Fig. 1: congestion heat map
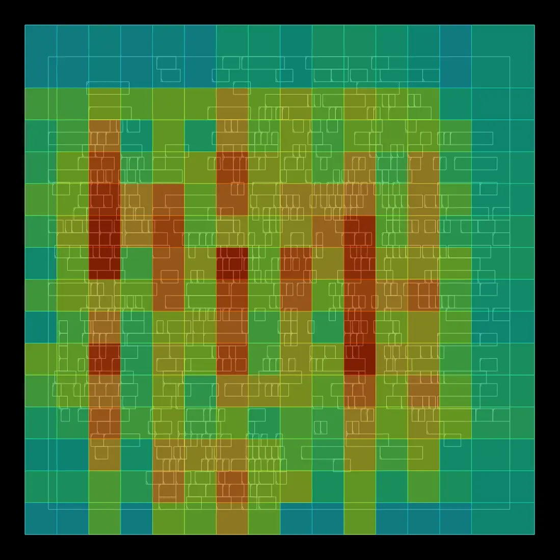
Fig. 2: the metal 1 layer
Supply wires on this layer in grey.
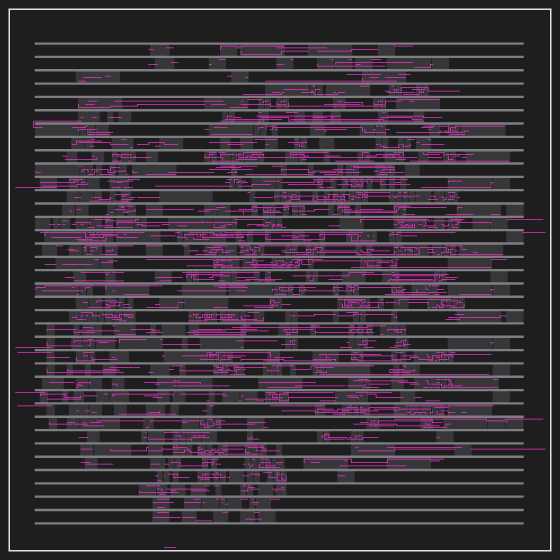
Fig. 3: wires at chosen ports, followed through buffers
Scale bar: 20 um.
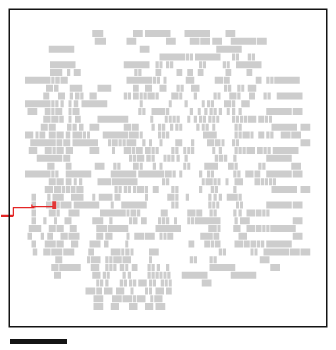
Fig. 4: the metal 2 layer
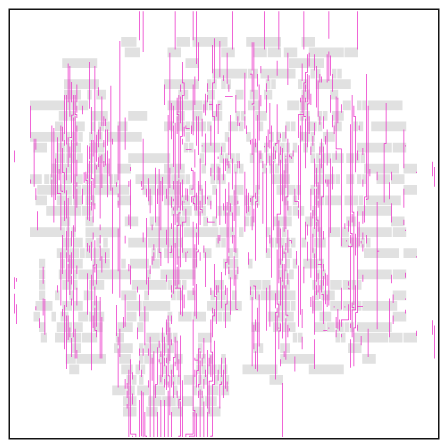
Fig. 5: sequential cells coloured by netlist name
Other sequential cells in the stronger grey, the rest of the logic in the fainter grey.
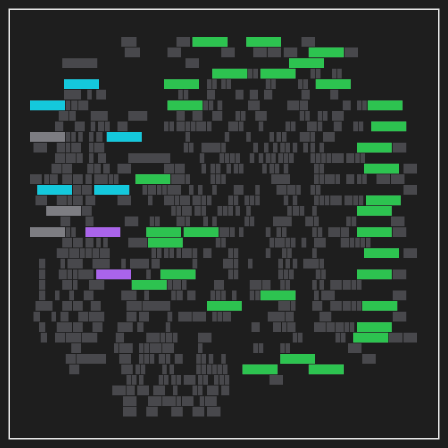
**src/rtl/pipe_hazard_ctrl.sv**
```systemverilog
// Stall/flush sequencer for the five-stage pipeline: load-use, redirect,
// multi-cycle mul/div occupancy of Execute and data-memory wait states with timeout.
module pipe_hazard_ctrl #(
    parameter int MDIV_LAT    = 4,
    parameter int MEM_TIMEOUT = 16,
    parameter int CNT_WIDTH   = 32
) (
    input  logic                 clk,
    input  logic                 rst_n,
    input  logic [4:0]           D_ra,
    input  logic [4:0]           D_rb,
    input  logic [4:0]           E_rd,
    input  logic                 E_RegWrite,
    input  logic [1:0]           E_result_src,
    input  logic                 E_redirect,
    input  logic                 E_mdiv,
    input  logic                 M_mem_req,
    input  logic                 mem_ready,
    output logic                 pc_en,
    output logic                 F_D_en,
    output logic                 D_E_en,
    output logic                 E_M_en,
    output logic                 F_D_flush,
    output logic                 CTRL_Flush,
    output logic                 E_M_flush,
    output logic                 M_W_flush,
    output logic                 mdiv_done,
    output logic                 mem_err,
    output logic [CNT_WIDTH-1:0] stall_cnt
);

    localparam int MCW = $clog2(MDIV_LAT);
    localparam int WCW = $clog2(MEM_TIMEOUT + 1);

    typedef enum logic {EX_RUN, EX_MDIV} ex_state_t;
    typedef enum logic {M_IDLE, M_WAIT} mem_state_t;

    ex_state_t  ex_state;
    mem_state_t mem_state;
    logic [MCW-1:0] mcnt;
    logic [WCW-1:0] wcnt;

    logic timeout_now;
    logic mem_stall;
    logic mdiv_freeze;
    logic mdiv_release;
    logic lu;

    assign timeout_now  = (mem_state == M_WAIT) && (wcnt == WCW'(MEM_TIMEOUT));
    assign mem_stall    = M_mem_req && !mem_ready && !timeout_now;
    assign mdiv_freeze  = ((ex_state == EX_RUN) && E_mdiv) ||
                          ((ex_state == EX_MDIV) && (mcnt != '0));
    assign mdiv_release = (ex_state == EX_MDIV) && (mcnt == '0);
    assign lu = E_RegWrite && (E_result_src == 2'b01) && (E_rd != 5'd0) &&
                ((E_rd == D_ra) || (E_rd == D_rb));

    // A memory stall freezes the whole pipe, so it outranks every other hazard.
    always_comb begin
        pc_en      = 1'b1;
        F_D_en     = 1'b1;
        D_E_en     = 1'b1;
        E_M_en     = 1'b1;
        F_D_flush  = 1'b0;
        CTRL_Flush = 1'b0;
        E_M_flush  = 1'b0;
        M_W_flush  = 1'b0;
        mdiv_done  = 1'b0;
        if (!rst_n) begin
            pc_en  = 1'b0;
            F_D_en = 1'b0;
            D_E_en = 1'b0;
            E_M_en = 1'b0;
        end else if (mem_stall) begin
            pc_en     = 1'b0;
            F_D_en    = 1'b0;
            D_E_en    = 1'b0;
            E_M_en    = 1'b0;
            M_W_flush = 1'b1;
        end else if (mdiv_freeze) begin
            pc_en     = 1'b0;
            F_D_en    = 1'b0;
            D_E_en    = 1'b0;
            E_M_flush = 1'b1;
        end else if (E_redirect) begin
            F_D_flush  = 1'b1;
            CTRL_Flush = 1'b1;
            mdiv_done  = mdiv_release;
        end else if (lu) begin
            pc_en      = 1'b0;
            F_D_en     = 1'b0;
            CTRL_Flush = 1'b1;
            mdiv_done  = mdiv_release;
        end else begin
            mdiv_done  = mdiv_release;
        end
    end

    // mcnt counts the remaining freeze cycles; the whole FSM holds during memory stalls.
    always_ff @(posedge clk or negedge rst_n) begin
        if (!rst_n) begin
            ex_state <= EX_RUN;
            mcnt     <= '0;
        end else if (!mem_stall) begin
            case (ex_state)
                EX_RUN: begin
                    if (E_mdiv) begin
                        ex_state <= EX_MDIV;
                        mcnt     <= MCW'(MDIV_LAT - 2);
                    end
                end
                EX_MDIV: begin
                    if (mcnt != '0) mcnt <= mcnt - MCW'(1);
                    else            ex_state <= EX_RUN;
                end
                default: ex_state <= EX_RUN;
            endcase
        end
    end

    // A withdrawn request also ends the wait so a stale count cannot raise mem_err.
    always_ff @(posedge clk or negedge rst_n) begin
        if (!rst_n) begin
            mem_state <= M_IDLE;
            wcnt      <= '0;
            mem_err   <= 1'b0;
        end else begin
            case (mem_state)
                M_IDLE: begin
                    if (M_mem_req && !mem_ready) begin
                        mem_state <= M_WAIT;
                        wcnt      <= WCW'(1);
                    end
                end
                M_WAIT: begin
                    if (timeout_now) begin
                        mem_state <= M_IDLE;
                        wcnt      <= '0;
                        mem_err   <= 1'b1;
                    end else if (mem_ready || !M_mem_req) begin
                        mem_state <= M_IDLE;
                        wcnt      <= '0;
                    end else begin
                        wcnt <= wcnt + WCW'(1);
                    end
                end
                default: mem_state <= M_IDLE;
            endcase
        end
    end

    always_ff @(posedge clk or negedge rst_n) begin
        if (!rst_n) begin
            stall_cnt <= '0;
        end else if (!pc_en && (stall_cnt != '1)) begin
            stall_cnt <= stall_cnt + CNT_WIDTH'(1);
        end
    end

endmodule

```
**config.mk**
```make
export PLATFORM = sky130hd
export DESIGN_NAME = pipe_hazard_ctrl
export DESIGN_NICKNAME = d
export VERILOG_FILES = /design/src/rtl/pipe_hazard_ctrl.sv
export SDC_FILE = /design/constraint.sdc
export NUM_CORES = 1
export LEC_CHECK = 0
export ABC_AREA = 1
export CORE_MARGIN = 5
export CORE_UTILIZATION = 30
export CTS_CLUSTER_SIZE = 28
export DETAILED_ROUTE_END_ITERATION = 8
export PLACE_DENSITY = 0.51
export SLEW_MARGIN = 15
export SYNTH_ARGS = -nofsm -noshare
export SYNTH_HDL_FRONTEND = slang
export SYNTH_SLANG_ARGS = --single-unit
```
**constraint.sdc**
```tcl
create_clock -name clk -period 2.4 [get_ports clk]
set_clock_uncertainty 0.1 [all_clocks]
set_input_delay 0.6 -clock clk [delete_from_list [all_inputs] [get_ports clk]]
set_output_delay 0.6 -clock clk [all_outputs]
set_load 0.005 [all_outputs]
```
==> notes.md <==
Results of the full flow below.

CTS:
- The root buffer cell chosen for the clock tree is sky130_fd_sc_hd__clkbuf_8.
- The run gives the largest buffer count on any clock path as 2.
- The run gives the clock slew at the register clock pins of the worst setup and hold paths as 80 ps.
- The report puts the hold buffer count at CTS at 0.
- The run gives the clock insertion delay at the later pin of the skew report as 300 ps.

Die:
- The run puts the die boundary width at 110 um.
- The floorplan has 36 rows.
- The run puts the die area at 0.0121 sq mm.
- Per the OpenROAD floorplan log, the height of the die is 110 um.

Critical path:
- The slowest stage of the critical path is the sky130_fd_sc_hd__clkdlybuf4s50_1 cell.
- The worst setup path is captured at a primary output.
- The run gives the buffer-and-inverter tally for the worst setup path as 2.
- Among cell families on the critical path, the largest total delay comes from buffers and inverters.
- The worst setup path is of the input port to primary output kind.
- The run puts the reg2reg setup slack at 130 ps.
- The worst setup path is launched from an input port.
- Per the timing report, the biggest fanout along the worst path comes to 2.
- In this run the worst setup path begins at D_ra[4].
- The run gives the worst setup path endpoint as CTRL_Flush.
- Traced cell by cell, the critical path runs through clkdlybuf4s50_1, xnor2_1, nand3_1, nand2_1, nand2_2, o31ai_4, buf_2.

Cells and area:
- The register with the most flip-flops in the layout has 32 of them.
- The number of antenna diodes in the final layout is 0.
- The run gives the top register by number of flip-flops as stall_cnt.
- The run gives the most common library cell in the layout ignoring fill and taps as sky130_fd_sc_hd__nand2_1.

Routing:
- Once iteration 0 of detailed routing completed, the report listed 132 DRC markers.
- The run gives the number of nets with antenna violations after detailed routing as 0.
- The run gives the total number of vias as 3205.
- Per the detailed-route log, wirelength across all metal layers totals 9250 um.

Placed design:
- The pre-CTS setup check shows a worst slack of -749 ps.
- The run gives the instance count after placement with tap cells included as 668.
- The congestion estimate from routability-driven global placement came to 0.909.
- The run puts the cell area after placement at 0.00391 sq mm.

Timing:
- The run puts the number of endpoints with negative hold slack in the final report at 0.
- The critical path in the final layout is reported with a setup slack of -145 ps.
- Setup repair after global routing could not meet its margin everywhere.
- The run gives the worst hold margin as 377 ps.
- Pins over their slew limit in the final report were tallied at 0.
- In the finished design, the share of the clock period the worst path needs comes to 1.06.
- The run gives the total setup violations reported at the end of the flow as 8.

Synthesis:
- The run gives the number of cells in Yosys stat as 460.
- The synthesis run shows the most used standard cells to be 193 x sky130_fd_sc_hd__nand2_1, 65 x sky130_fd_sc_hd__nor2_1, 42 x sky130_fd_sc_hd__dfrtp_1, 40 x sky130_fd_sc_hd__inv_1, 36 x sky130_fd_sc_hd__nand4_1.
- The run gives the area share of the leading cell type in the synthesized netlist as 0.349.
- The run gives the synthesized chip area reported by yosys as 0.00301 sq mm.
- In the post-synthesis netlist, the biggest area contributors are sky130_fd_sc_hd__dfrtp_1 35%, sky130_fd_sc_hd__nand2_1 24%, sky130_fd_sc_hd__nor2_1 8.1%, sky130_fd_sc_hd__nand4_1 7.5%, sky130_fd_sc_hd__inv_1 5.0%.
- The run gives the unique cell type count in the Yosys netlist as 26.
- In the post-synthesis netlist, the cell with the most instances is sky130_fd_sc_hd__nand2_1.
- The run gives the number of flip-flops and latches in the synthesized netlist as 42.

Global route:
- The run puts the overall fraction of global-route tracks in use at 0.158.
- The initial antenna violation count is 1.

Status:
- The final reports fail on setup timing.
- The run finished, with violations left.

Job:
- The run puts the count of tool warnings at 29.
## Picture notes: Fig. 1
met1 routing resource usage after global routing: 0.194
most used routing layer in global routing: met2
GR Util met2: 0.280
Routed WL per cell: 13.2 um
fin util: 0.436

## Picture notes: Fig. 2
nets with wire on the layer	541
longest straight run	34.5 um
share of all routed wire	43%
wire length on this layer	4000 um
main direction	horizontal

## Picture notes: Fig. 3
colour	port	bits	direction	end cells	buffers	wire
red	E_M_flush	1	output	1	1	19.0 um

## Picture notes: Fig. 4
share of all routed wire	50%
wire length on this layer	4630 um
longest straight run	66.0 um
main direction	vertical
nets with wire on the layer	451

## Picture notes: Fig. 5
colour	name in the netlist	flops
green	stall_cnt	32
purple	mcnt	2
cyan	wcnt	5
not coloured	3

[cell type report]
type,instances,share of cell area
inverters,40,0.0352
clock buffers,6,0.0194
flip-flops and latches,42,0.247
clock inverters,1,0.00705
well taps,133,0.0390
repair buffers,112,0.229
multi-input cells,365,0.424
[layer usage]
layer	vias to the layer above	GRT usage	wire, um
met1	1449	0.194	4000
li1	1678	-	-
met3	10	0.0373	503
met2	66	0.280	4630
met4	2	0.0308	96
met5	-	0	13
[report_power, final]
part | switching [mW] | internal, mW
clock | 0.256 | 0.333
combinational | 0.416 | 0.435
sequential | 0.106 | 0.789
[logic make-up after synthesis]
| logic type | share of synthesized area |
|---|---|
| xor+xnor | 0.0494 |
| flops | 0.349 |
| compound gates | 0.0237 |
| fa+ha+maj | 0.0166 |
| simple gates | 0.484 |
| buf+inv | 0.0777 |
